Fig. 1: run 1, PDN straps and rails
Scale bar: 50 µm. Pins as bars on the die edge. Tap cells in gray.
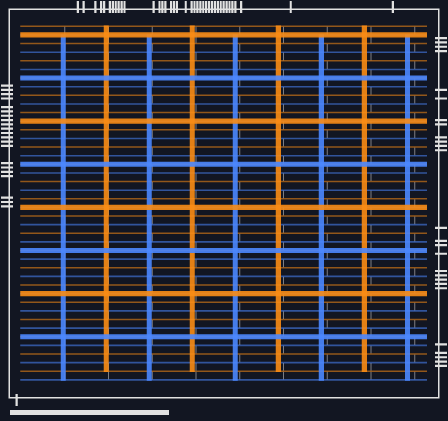
Fig. 2: run 1, placed cells, one color a class
Scale bar: 50 µm.
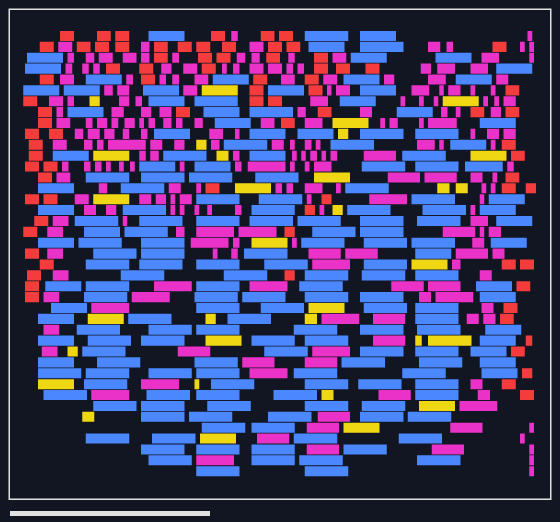
Fig. 3: run 1, routed clock nets over the placement
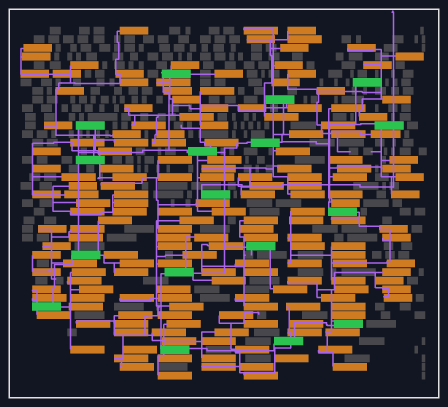
==> config.mk <==
export PLATFORM = sky130hd
export DESIGN_NAME = multitug3_rei_tx
export DESIGN_NICKNAME = d
export VERILOG_FILES = /design/src/rtl/multitug3_rei_tx.sv
export SDC_FILE = /design/constraint.sdc
export NUM_CORES = 1
export LEC_CHECK = 0
export ABC_CLOCK_PERIOD_IN_PS = 6500
export CELL_PAD_IN_SITES_DETAIL_PLACEMENT = 1
export CELL_PAD_IN_SITES_GLOBAL_PLACEMENT = 1
export CORE_ASPECT_RATIO = 0.9
export CORE_MARGIN = 3
export CORE_UTILIZATION = 51
export CTS_CLUSTER_DIAMETER = 60
export DETAILED_ROUTE_END_ITERATION = 7
export MAX_ROUTING_LAYER = met4
export PLACE_DENSITY = 0.89
export SYNTH_ARGS = -nofsm -noshare
export SYNTH_HDL_FRONTEND = slang
export SYNTH_SLANG_ARGS = --single-unit
==> constraint.sdc <==
create_clock -name clk -period 6.5 [get_ports clk]
set_input_delay 1.625 -clock clk [delete_from_list [all_inputs] [get_ports clk]]
set_output_delay 1.625 -clock clk [all_outputs]
set_load 0.01 [all_outputs]
==> src/rtl/multitug3_rei_tx.sv <==
`default_nettype none
// +----------------------------------------------------------------------------+
// | multitug3_rei_tx: TUG-3 TX mux, V5 REI insertion, output FIFO, BIP-8.       |
// | Optional: MTUG3_TX_BIP8_EN enables the per-frame BIP-8 accumulator.         |
// | Rev 1.0                                                                     |
// +----------------------------------------------------------------------------+
module multitug3_rei_tx #(
  parameter int               WIDTH   = 8,
  parameter int               NCH     = 21,
  parameter int               CIDW    = 5,
  parameter int               DEPTH   = 16,
  parameter int               AW      = 4,
  parameter int               REI_BIT = 5,
  parameter logic [WIDTH-1:0] FILL    = 8'h00
) (
  input  logic              clk,
  input  logic              rst,
  input  logic              txsof,
  input  logic [NCH-1:0]    rei_vld,
  input  logic [NCH-1:0]    rei,
  input  logic              di_vld,
  input  logic [WIDTH-1:0]  datain,
  input  logic [CIDW-1:0]   oid,
  input  logic              di_v5,
  input  logic              entug3,
  output logic [WIDTH-1:0]  dotug3,
  output logic              do_vld,
  output logic [WIDTH-1:0]  tug3bip8,
  output logic              bip_vld,
  output logic              ovf,
  output logic              udf,
  output logic [AW:0]       fifo_lvl
);

  localparam logic [AW:0] C_DEPTH = (AW+1)'(DEPTH);

  logic [NCH-1:0]   r_pend;
  logic             r_s1_vld;
  logic [WIDTH-1:0] r_s1_data;
  logic [NCH-1:0]   w_v5_onehot;
  logic             w_v5_hit;
  logic             w_rei_sel;
  logic [WIDTH-1:0] w_s1_data;

  // One-hot of the tributary whose V5 is consumed this cycle; out-of-range ids never match.
  always_comb begin
    w_v5_onehot = '0;
    for (int i = 0; i < NCH; i++) begin
      if (oid == CIDW'(i)) w_v5_onehot[i] = di_vld & di_v5;
    end
  end

  assign w_v5_hit  = |w_v5_onehot;
  assign w_rei_sel = |(w_v5_onehot & ((rei_vld & rei) | (~rei_vld & r_pend)));

  always_comb begin
    w_s1_data = datain;
    if (w_v5_hit) w_s1_data[REI_BIT] = w_rei_sel;
  end

  always_ff @(posedge clk or negedge rst) begin
    if (!rst) begin
      r_s1_vld  <= 1'b0;
      r_s1_data <= '0;
      r_pend    <= '0;
    end else begin
      r_s1_vld <= di_vld;
      if (di_vld) r_s1_data <= w_s1_data;
      r_pend <= ((r_pend & ~rei_vld) | (rei & rei_vld)) & ~w_v5_onehot;
    end
  end

  logic [WIDTH-1:0] r_mem [DEPTH];
  logic [AW-1:0]    r_wptr;
  logic [AW-1:0]    r_rptr;
  logic [AW:0]      r_cnt;
  logic             w_rd;
  logic             w_wr;

  // A read in the same cycle frees a slot, so a full FIFO still accepts the write.
  assign w_rd     = entug3 & (r_cnt != '0);
  assign w_wr     = r_s1_vld & ((r_cnt != C_DEPTH) | w_rd);
  assign fifo_lvl = r_cnt;

  always_ff @(posedge clk) begin
    if (w_wr) r_mem[r_wptr] <= r_s1_data;
  end

  always_ff @(posedge clk or negedge rst) begin
    if (!rst) begin
      r_wptr <= '0;
      r_rptr <= '0;
      r_cnt  <= '0;
      dotug3 <= '0;
      do_vld <= 1'b0;
      ovf    <= 1'b0;
      udf    <= 1'b0;
    end else begin
      if (w_wr) r_wptr <= r_wptr + 1'b1;
      if (w_rd) r_rptr <= r_rptr + 1'b1;
      r_cnt <= r_cnt + (AW+1)'(w_wr) - (AW+1)'(w_rd);
      if (r_s1_vld && !w_wr) ovf <= 1'b1;
      if (entug3) begin
        if (w_rd) begin
          dotug3 <= r_mem[r_rptr];
          do_vld <= 1'b1;
        end else begin
          dotug3 <= FILL;
          do_vld <= 1'b0;
          udf    <= 1'b1;
        end
      end else begin
        do_vld <= 1'b0;
      end
    end
  end

`ifdef MTUG3_TX_BIP8_EN
  logic [WIDTH-1:0] r_acc;

  // The byte on dotug3 during txsof still belongs to the frame being closed.
  always_ff @(posedge clk or negedge rst) begin
    if (!rst) begin
      r_acc    <= '0;
      tug3bip8 <= '0;
      bip_vld  <= 1'b0;
    end else if (txsof) begin
      tug3bip8 <= r_acc ^ (do_vld ? dotug3 : '0);
      r_acc    <= '0;
      bip_vld  <= 1'b1;
    end else begin
      bip_vld <= 1'b0;
      if (do_vld) r_acc <= r_acc ^ dotug3;
    end
  end
`else
  logic w_unused_txsof;
  assign w_unused_txsof = txsof;
  assign tug3bip8       = '0;
  assign bip_vld        = 1'b0;
`endif

endmodule
`default_nettype wire

==> impl_metrics.ini, run 1 <==
; synthesis and place-and-route metrics
[routing]
first_pass_iters = 5
first_iter_violations = 359
wl_met1_um = 7450
viasPerCell = 6.00
wl_met3_um = 932
finalWirelength_um = 17700
drc = 0
ant_nets = 0
wl_per_cell_um = 24.6
vias = 4328
top_layer_used = met4
wl_met2_um = 8960

[worst_setup_path]
cp.required_ns = 6.82
cp-end-kind = flop
r2r_start = fifo_lvl[2]$_DFF_PN0_
rr_worst_depth = 15
path_max_fanout = 9
crit_arrival_ns = 4.34
startpoint = entug3
path_class = in2reg
critPathCapture = fifo_lvl[4]$_DFF_PN0_
r2r-end = fifo_lvl[4]$_DFF_PN0_
timing.reg2reg.setup_slack_ns = 3.03
startpoint_type = primary input

[sta]
setup_viol = 0
tightestPinTransition_ns = 1.29
skew_ns = 0.0117
finalMaxSlewViolations = 0
clock.fmax_mhz = 249
rsz0062_at_grt = false
fin_crit_sh_pct = 61.8
slew_headroom_pct = 13.1
hold_violations = 0
post-route-min-period_ns = 4.02
finalSetupTns_ns = 0

[place]
dpl.hpwl_um = 11900
portBuffers = 75
placed_area_mm2 = 0.00850
gp_congestion = 0.801

[synth]
yosys_area_mm2 = 0.00764
syn_area_per_cell_um2 = 17.6
numSynthFlops = 182
topCombFamilyByArea = multiplexers
top_cell = edfxtp_1
ys_sh_mux_pct = 16.5
ys_types = 46
synthFlopType = edfxtp_1
synth_adder_area_share_pct = 2.06
syn_area_mm2 = 0.00764
ys_cells = 435
syn_inst = 435
top_area_share_pct = 50.3
netlist_top_cells_count = edfxtp_1, dfrtp_1, a21oi_1
yosys.area_share.simple_pct = 4.52
ys_sh_aoi_pct = 4.31
synthXorXnorAreaFrac_pct = 1.15
synthArstFlopShare_pct = 29.7
edf_count = 128
ys_seq_share_pct = 68.0
yosysTopAreaCell = edfxtp_1
topCellsByArea = edfxtp_1, dfrtp_1, mux4_1
synth_warnings = 0

[floorplanning]
die.size.y_um = 122
io_pins = 86
core-area_mm2 = 0.0143
dieWidth_um = 135
num_rows = 41
fp_util_pct = 53.4
chipArea_mm2 = 0.0165

[global_routing]
gr-usage-met3_pct = 4.62
grt_max_degree = 55
grt_remaining_overflow = 0
grt_use_met1_pct = 31.0
track_usage_pct = 23.6
use_met2_pct = 37.2
antenna_found_initial = 0
gr-max-usage-layer = met2
grt_pass1_vias = 4625
grt_pass1_wl_um = 27400

[power_and_ir_drop]
irDropWorstVdd_uv = 276
power_mw = 3.54
leakage_nw = 3.30
power.density_mw_per_mm2 = 391

[finish]
area_growth_pct = 18.6
antenna_cells = 0
seq_area_mm2 = 0.00520
stdcell_area_mm2 = 0.00906
layout.area.comb_mm2 = 0.00221
nFillCells = 1250
nets = 588
layout-drive-gt1-share_pct = 13.1

[run_status]
outcome = finished, final reports clean

[clocking]
clk_latency_ns = 0.44
cts_htree_levels = 4
cts.clk_slew.worst_paths_ns = 0.07
ctsHoldBuffers = 0
clockBufferDepth = 2
post_cts_buffers = 0
post_cts_resized = 0
cts-root-buf = clkbuf_16
cts_tree = built
cts_buffers = 17
cts.sinks = 182

[hold_path]
min_path_cells = 1
min_from = udf$_DFFE_PN0P_
whs_endpoint = udf$_DFFE_PN0P_
min_path_type = reg2reg

[run]
maxCapViolCount = 0
warning_count = 31
About Fig. 1:
[VDD] orange
[VSS] blue
signal pins: 86
rows: 41
met5 straps: 8
met4 straps: 9

About Fig. 2:
[remaining logic cells] magenta | cells: 233 | share of their area: 26%
[clock drivers and dummy loads] yellow | cells: 32 | share of their area: 6.4%
[remaining buffers and delay cells] red | cells: 81 | share of their area: 9.0%
[registers] blue | cells: 182 | share of their area: 59%

About Fig. 3:
[clock-net drivers] green | count: 17
[flip-flops] orange | count: 182
[clock wires] purple | length: 2090 µm
routed clock nets: 18
flops lie: all over the die

## run 1: area by class of cell
class                      count  area share [%]
multi-input combinational    218            24.4
timing repair buffer          81            8.73
tap                          193            2.67
inverter                      15           0.621
sequential                   182            57.3
clock buffer                  18            4.74
clock inverter                14            1.46
## run 1: metrics by stage
stage               utilization (%)  instances  hold WS, ns  worst slack, ns
floorplan                         -        443        0.493             2.80
global placement               59.4        689        0.441             2.19
detailed placement             59.4        689        0.447             2.09
CTS                            63.3        721        0.469             2.47
global route                   63.3        721        0.494             2.26
finish                         63.3        721        0.471             2.48
## run 1: power breakdown
part | switching (mW) | internal [mW] | leakage (nW)
Clock | 0.454 | 0.530 | 0.255
Sequential | 0.204 | 1.44 | 1.79
Combinational | 0.406 | 0.512 | 1.25
Total | 1.06 | 2.48 | 3.30
## run 1: worst max-delay path, cell delays in order
cell and delay (ns):
clkdlybuf4s50_1 0.46, or3b_1 0.44, and2_1 0.30, inv_1 0.11, ha_1 0.23, inv_1 0.06
ha_1 0.15, inv_1 0.06, fa_1 0.44, inv_1 0.10, a21oi_1 0.08, nor2_1 0.11
nor2_1 0.06, xnor2_1 0.12
## run 1: cell usage in the layout (no fill, tap or decap), types with 12 or more instances in the layout
cell type | netlist | layout
edfxtp_1 | 128 | 128
clkdlybuf4s50_1 | 0 | 74
dfrtp_1 | 54 | 53
a21oi_1 | 25 | 25
mux2i_1 | 21 | 21
mux4_2 | 21 | 21
nor2_1 | 20 | 20
mux4_1 | 19 | 19
clkbuf_16 | 0 | 17
inv_1 | 15 | 15
nand2_1 | 12 | 12
## run 1: registers in the layout (all words and copies together), names as in the netlist
register	cells
r_mem	128
r_pend	21
dotug3	8
r_s1_data	8
fifo_lvl	5
r_rptr	4
r_wptr	4
do_vld	1
ovf	1
r_s1_vld	1
udf	1
Fig. 4: run 1, wiring by layer
Scale bar: 50 µm. Two of the layers only.
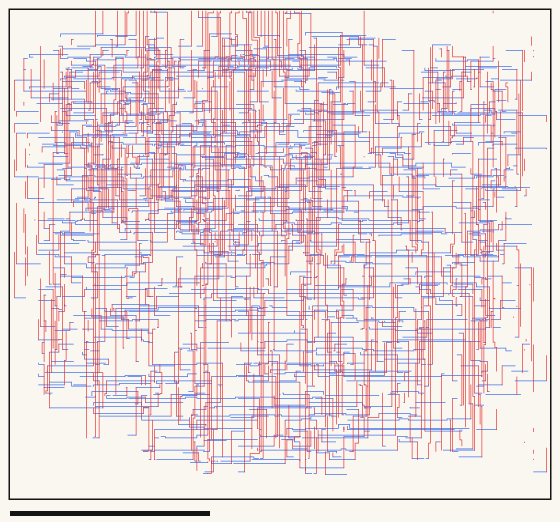

==> inputs of run 2 (changes only) <==
==> config.mk (replaced) <==
export PLATFORM = sky130hd
export DESIGN_NAME = multitug3_rei_tx
export DESIGN_NICKNAME = d
export VERILOG_FILES = /design/src/rtl/multitug3_rei_tx.sv
export SDC_FILE = /design/constraint.sdc
export NUM_CORES = 1
export LEC_CHECK = 0
export ABC_CLOCK_PERIOD_IN_PS = 3200
export CELL_PAD_IN_SITES_DETAIL_PLACEMENT = 1
export CELL_PAD_IN_SITES_GLOBAL_PLACEMENT = 1
export CORE_ASPECT_RATIO = 0.9
export CORE_MARGIN = 3
export CORE_UTILIZATION = 43
export CTS_CLUSTER_DIAMETER = 60
export DETAILED_ROUTE_END_ITERATION = 7
export MAX_ROUTING_LAYER = met4
export PLACE_DENSITY = 0.8
export SYNTH_ARGS = -nofsm -noshare
export SYNTH_HDL_FRONTEND = slang
export SYNTH_SLANG_ARGS = --single-unit
==> constraint.sdc (replaced) <==
create_clock -name clk -period 3.2 [get_ports clk]
set_input_delay 0.8 -clock clk [delete_from_list [all_inputs] [get_ports clk]]
set_output_delay 0.8 -clock clk [all_outputs]
set_load 0.01 [all_outputs]
Fig. 5: run 2, wiring by layer
Scale bar: 50 µm. Two of the layers only.
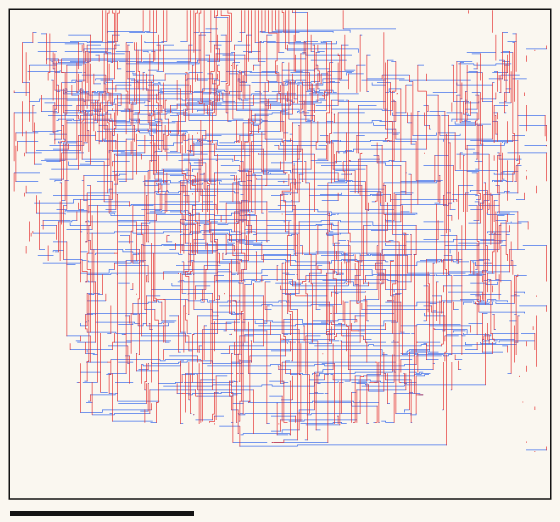
[M2] red | wire length: 8820 µm
[M1] blue | wire length: 7660 µm

Fig. 6: run 2, placed standard cells
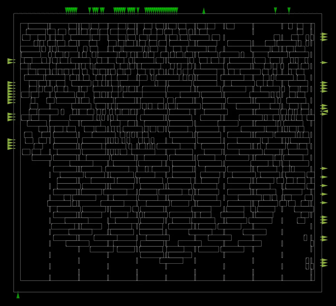
# Taps: 235
flip-flops: 182
sequential cell area share: 56.1%

==> impl_metrics.ini, run 2 <==
; synthesis and place-and-route metrics
[routing]
wl_met2_um = 8820
ant_nets = 0
vias = 4260
first_pass_iters = 4
first_iter_violations = 296
wl_per_cell_um = 22.5
wl_met3_um = 811
top_layer_used = met4
wl_met1_um = 7660
finalWirelength_um = 17500
viasPerCell = 5.48

[sta]
skew_ns = 0.0150
fin_crit_sh_pct = 94.4
slew_headroom_pct = 39.5
timing.final.ws_setup_ns = 0.178
post-route-min-period_ns = 3.02
finalMaxSlewViolations = 0
tightestPinTransition_ns = 0.904
setup_viol = 0

[synth]
syn_inst = 435
ys_cells = 435
numSynthFlops = 182
synth_warnings = 0
syn_area_mm2 = 0.00764
yosysTopAreaCell = edfxtp_1
ys_seq_share_pct = 68.0
top_cell = edfxtp_1
topCellsByArea = edfxtp_1, dfrtp_1, mux4_1
netlist_top_cells_count = edfxtp_1, dfrtp_1, a21oi_1
yosys_area_mm2 = 0.00764
synthArstFlopShare_pct = 29.7
edf_count = 128
synthFlopType = edfxtp_1

[run_status]
outcome = finished, final reports clean

[floorplanning]
fp_util_pct = 44.6
die.size.y_um = 132
core-area_mm2 = 0.0171
num_rows = 45
dieWidth_um = 146

[global_routing]
grt_max_degree = 37
grt_pass1_wl_um = 27200
grt_remaining_overflow = 0
grt_use_met1_pct = 26.2
grt_pass1_vias = 4586
antenna_found_initial = 0
gr-max-usage-layer = met2

[clocking]
cts_buffers = 17
cts-root-buf = clkbuf_16
cts.clk_slew.worst_paths_ns = 0.07
clk_latency_ns = 0.43

[finish]
nets = 603
layout-drive-gt1-share_pct = 16.4
stdcell_area_mm2 = 0.00926
seq_area_mm2 = 0.00520
sh_comb_area_pct = 24.0
layout.area.comb_mm2 = 0.00223
area_growth_pct = 21.3
final_cell_mix = edfxtp_1, clkdlybuf4s50_1, dfrtp_1
largest_cell_class = registers
largest-register = r_mem
inv_count = 15
clkCellAreaFrac_pct = 6.20
antenna_cells = 0
nClkBuffers = 26
top_regs = r_mem: 128 flops, r_pend: 21 flops
nFillCells = 1624
largest_reg_flops = 128
layout.comb_gates.multi_input = 218

[worst_setup_path]
cp.required_ns = 3.52
cp-end-kind = flop
startpoint_type = flop
path_class = reg2reg

[run]
maxCapViolCount = 0

[hold_path]
min_path_type = in2async

[place]
placed_area_mm2 = 0.00866
dpl.hpwl_um = 12100
place_ws_ns = -0.111

[power_and_ir_drop]
power_mw = 7.29
irDropWorstVdd_uv = 412
## run 2: repair_timing
| action | 4_1_cts | 5_1_grt |
|---|---|---|
| setup endpoints to repair | 0 | 1 |
| hold buffers | 0 | 0 |
| hold endpoints to repair | 0 | 0 |
| setup buffers | 0 | 2 |
| gates resized | 0 | 7 |
## run 2: final timing paths
kind	start	to	slack, ns	depth (start not counted)
hold reg to reg	udf$_DFFE_PN0P_	udf$_DFFE_PN0P_	0.46	1
min in group clk	udf$_DFFE_PN0P_	udf$_DFFE_PN0P_	0.46	1
hold / removal	rst	fifo_lvl[3]$_DFF_PN0_	0.30	1
setup / recovery	fifo_lvl[3]$_DFF_PN0_	fifo_lvl[4]$_DFF_PN0_	0.18	16
setup reg to reg	fifo_lvl[3]$_DFF_PN0_	fifo_lvl[4]$_DFF_PN0_	0.18	16
max in group asynchronous	rst	r_s1_data[6]$_DFFE_PN0P_	2.07	2
## run 2: through the flow
| stage | instances | utilization (%) | hold slack (ns) |
|---|---|---|---|
| global route | 778 | 54.1 | 0.321 |
| detailed placement | 744 | 50.6 | 0.452 |
| global placement | 744 | 50.6 | 0.439 |
| floorplan | 443 | - | 0.493 |
| CTS | 776 | 54.0 | 0.304 |
| finish | 778 | 54.1 | 0.297 |
## run 2: report_power, final
part	internal (mW)	switching [mW]
logic	1.11	0.897
registers	2.92	0.342
clock network	1.16	0.856
total	5.19	2.10
## run 2: logic make-up after synthesis
| kind of cell | after synthesis | share of synthesized area [%] |
|---|---|---|
| flip-flops | 182 | 68.0 |
| multiplexers | 68 | 16.5 |
| AND/OR/NAND/NOR | 65 | 4.52 |
| AND-OR/OR-AND | 54 | 4.31 |
| buffers and inverters | 43 | 3.37 |
| adder cells (fa/ha/maj) | 12 | 2.06 |
| XOR/XNOR | 10 | 1.15 |
| other | 1 | 0.0491 |
Fig. 7: run 2, placed cells, one color a class
Scale bar: 50 µm.
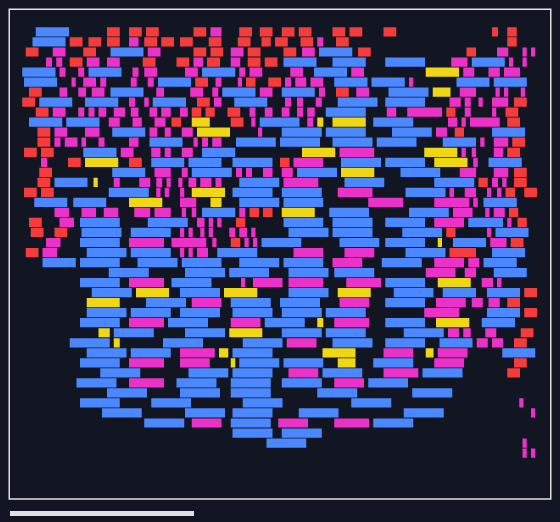

==> inputs of run 3 (changes only) <==
--- a/config.mk
+++ b/config.mk
@@ -10,11 +10,11 @@
 export CELL_PAD_IN_SITES_GLOBAL_PLACEMENT = 1
 export CORE_ASPECT_RATIO = 0.9
 export CORE_MARGIN = 3
-export CORE_UTILIZATION = 43
+export CORE_UTILIZATION = 30
 export CTS_CLUSTER_DIAMETER = 60
 export DETAILED_ROUTE_END_ITERATION = 7
 export MAX_ROUTING_LAYER = met4
-export PLACE_DENSITY = 0.8
+export PLACE_DENSITY = 0.61
 export SYNTH_ARGS = -nofsm -noshare
 export SYNTH_HDL_FRONTEND = slang
 export SYNTH_SLANG_ARGS = --single-unit
Fig. 8: run 3, placed cells, one color a class
Scale bar: 50 µm.
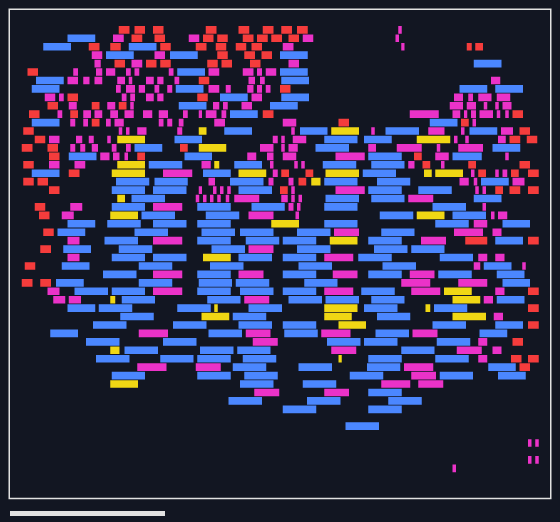
[clock drivers and dummy loads] yellow | cells: 32 | share of their area: 7.1%
[remaining buffers and delay cells] red | cells: 94 | share of their area: 10%
[registers] blue | cells: 182 | share of their area: 58%
[remaining logic cells] magenta | cells: 233 | share of their area: 25%

Fig. 9: run 3, wiring by layer
Scale bar: 50 µm. Two of the layers only.
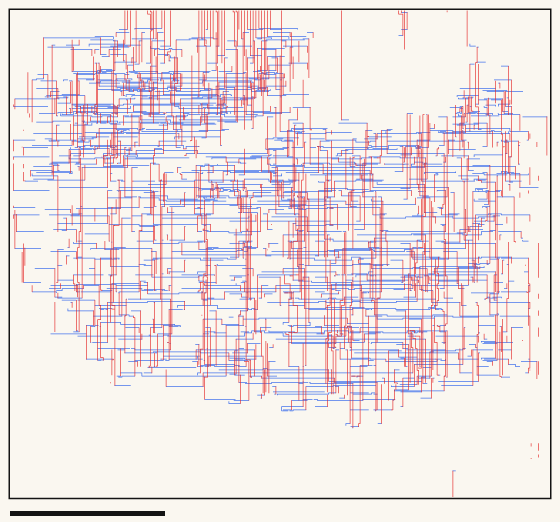
[M2] red | wire length: 7740 µm
[M1] blue | wire length: 8240 µm

==> impl_metrics.ini, run 3 <==
; synthesis and place-and-route metrics
[finish]
stdcell_area_mm2 = 0.00944
fin_util_pct = 38.3
area_growth_pct = 23.6
nets = 601
final_cell_mix = edfxtp_1, clkdlybuf4s50_1, dfrtp_1
seq_area_mm2 = 0.00520
layout-drive-gt1-share_pct = 15.7
layout.area.comb_mm2 = 0.00222
mostFrequentLayoutCell = edfxtp_1
antenna_cells = 0
fin_cells = 877
top_regs = r_mem: 128 flops, r_pend: 21 flops
nFillCells = 2460
largest_reg_flops = 128
largest-register = r_mem

[place]
place_ws_ns = -0.115
gp_congestion = 0.760
placed_area_mm2 = 0.00879
portBuffers = 75
placed_cells = 845
dpl.hpwl_um = 11800

[sta]
finalSetupTns_ns = 0
hold_violations = 0
hold-worst-slack_ns = 0.460
post-route-min-period_ns = 3.00
clock.fmax_mhz = 333
slew_headroom_pct = 40.6
fin_crit_sh_pct = 93.8
tightestPinTransition_ns = 0.888
setup_viol = 0
finalMaxSlewViolations = 0
timing.final.ws_setup_ns = 0.198

[routing]
first_iter_violations = 206
finalWirelength_um = 16900
vias = 4138
first_pass_iters = 5
ant_nets = 0
viasPerCell = 4.72
wl_per_cell_um = 19.2
drc = 0

[clocking]
cts_htree_levels = 4
clk_latency_ns = 0.43
cts-root-buf = clkbuf_16
cts_buffers = 17
cts_tree = built
cts.sinks = 182
ctsHoldBuffers = 0
cts.clk_slew.worst_paths_ns = 0.07
clockBufferDepth = 2

[synth]
top_cell = edfxtp_1
synthFlopType = edfxtp_1
topCellsByArea = edfxtp_1, dfrtp_1, mux4_1
ys_cells = 435
ys_types = 46
ys_sh_aoi_pct = 4.31
synth_adder_area_share_pct = 2.06
topCombFamilyByArea = multiplexers
synth_warnings = 0
top_area_share_pct = 50.3
syn_area_per_cell_um2 = 17.6
synthXorXnorAreaFrac_pct = 1.15
numSynthFlops = 182
yosys.area_share.simple_pct = 4.52
syn_area_mm2 = 0.00764
yosysTopAreaCell = edfxtp_1
yosys_area_mm2 = 0.00764
ys_seq_share_pct = 68.0
edf_count = 128
syn_inst = 435
synthArstFlopShare_pct = 29.7
ys_sh_mux_pct = 16.5
netlist_top_cells_count = edfxtp_1, dfrtp_1, a21oi_1

[worst_setup_path]
critical_path.cell_chain = inv_1, ha_1, or3b_4, or3b_4, and2_1, inv_1, ha_1, inv_1, ha_2, inv_1, fa_2, inv_1, a21oi_1, nor2_1, nor2_1, xnor2_1
critPathBufInv = 5
crit_path_max_incr_delay_ns = 0.41
path_max_fanout = 3
cp.required_ns = 3.52
startpoint_type = flop
path_class = reg2reg
crit_slowest_cell = dfrtp_1
rr_worst_depth = 16
timing.reg2reg.setup_slack_ns = 0.20
crit_arrival_ns = 3.32
path_delay_family = simple AND/OR/NAND/NOR gates
cp-end-kind = flop
path_common_cell = inv_1
r2r_start = fifo_lvl[3]$_DFF_PN0_
r2r-end = fifo_lvl[4]$_DFF_PN0_

[hold_path]
min_from = udf$_DFFE_PN0P_
min_path_cells = 1
whs_endpoint = udf$_DFFE_PN0P_
min_path_type = reg2reg

[floorplanning]
dieWidth_um = 174
die.size.y_um = 157
core-area_mm2 = 0.0247
num_rows = 54
chipArea_mm2 = 0.0274
fp_util_pct = 31.0
io_pins = 86

[global_routing]
track_usage_pct = 12.9
grt_pass1_wl_um = 25600
antenna_found_initial = 0
grt_max_degree = 55
grt_pass1_vias = 4365
grt_remaining_overflow = 0

[run]
warning_count = 31
maxCapViolCount = 0

[run_status]
outcome = finished, final reports clean

[power_and_ir_drop]
power.density_mw_per_mm2 = 796
leakage_nw = 3.42
power_mw = 7.51
irDropWorstVdd_uv = 338
run 3: repair_timing:
item                       CTS  global route
setup buffers                0             0
gates resized                0             4
setup endpoints to repair    0             1
hold endpoints to repair     0             0
run 3: worst max path at each step:
stage                          start  depth (start not counted)               endpoint  slack, ns
2_1_floorplan  fifo_lvl[3]$_DFF_PN0_                         17  fifo_lvl[4]$_DFF_PN0_       0.15
5_1_grt        fifo_lvl[2]$_DFF_PN0_                         16  fifo_lvl[4]$_DFF_PN0_     -0.003
3_3_place_gp                  entug3                         14  fifo_lvl[4]$_DFF_PN0_      -0.09
6_report       fifo_lvl[3]$_DFF_PN0_                         16  fifo_lvl[4]$_DFF_PN0_       0.20
3_5_place_dp                  entug3                         14  fifo_lvl[4]$_DFF_PN0_      -0.12
4_1_cts        fifo_lvl[2]$_DFF_PN0_                         16  fifo_lvl[4]$_DFF_PN0_       0.07
run 3: final cells by class:
cell class              instances  share of cell area (%)
inverters                      15                   0.597
clock buffers                  19                    4.59
clock inverters                13                    2.17
multi-input cells             218                    23.6
repair buffers                 94                    9.55
flip-flops and latches        182                    55.1
well taps                     336                    4.46
run 3: routing by layer:
| metal | up-vias | GRT usage, % | part of all wire (%) |
|---|---|---|---|
| met2 | 108 | 18.9 | 46 |
| met4 | 0 | 4.36 | 1.3 |
| met3 | 18 | 2.34 | 4.1 |
| met1 | 2140 | 18.2 | 49 |
| li1 | 1872 | - | - |
| met5 | - | - | 0 |
run 3: report_power, final:
group / total [mW] / internal [mW] / switching (mW) / leakage [nW]
clock network: 2.28 / 1.38 / 0.892 / 0.303
logic: 1.97 / 1.09 / 0.877 / 1.32
registers: 3.27 / 2.92 / 0.344 / 1.79
No activity file was given, so power comes from the tool's default toggle rates.
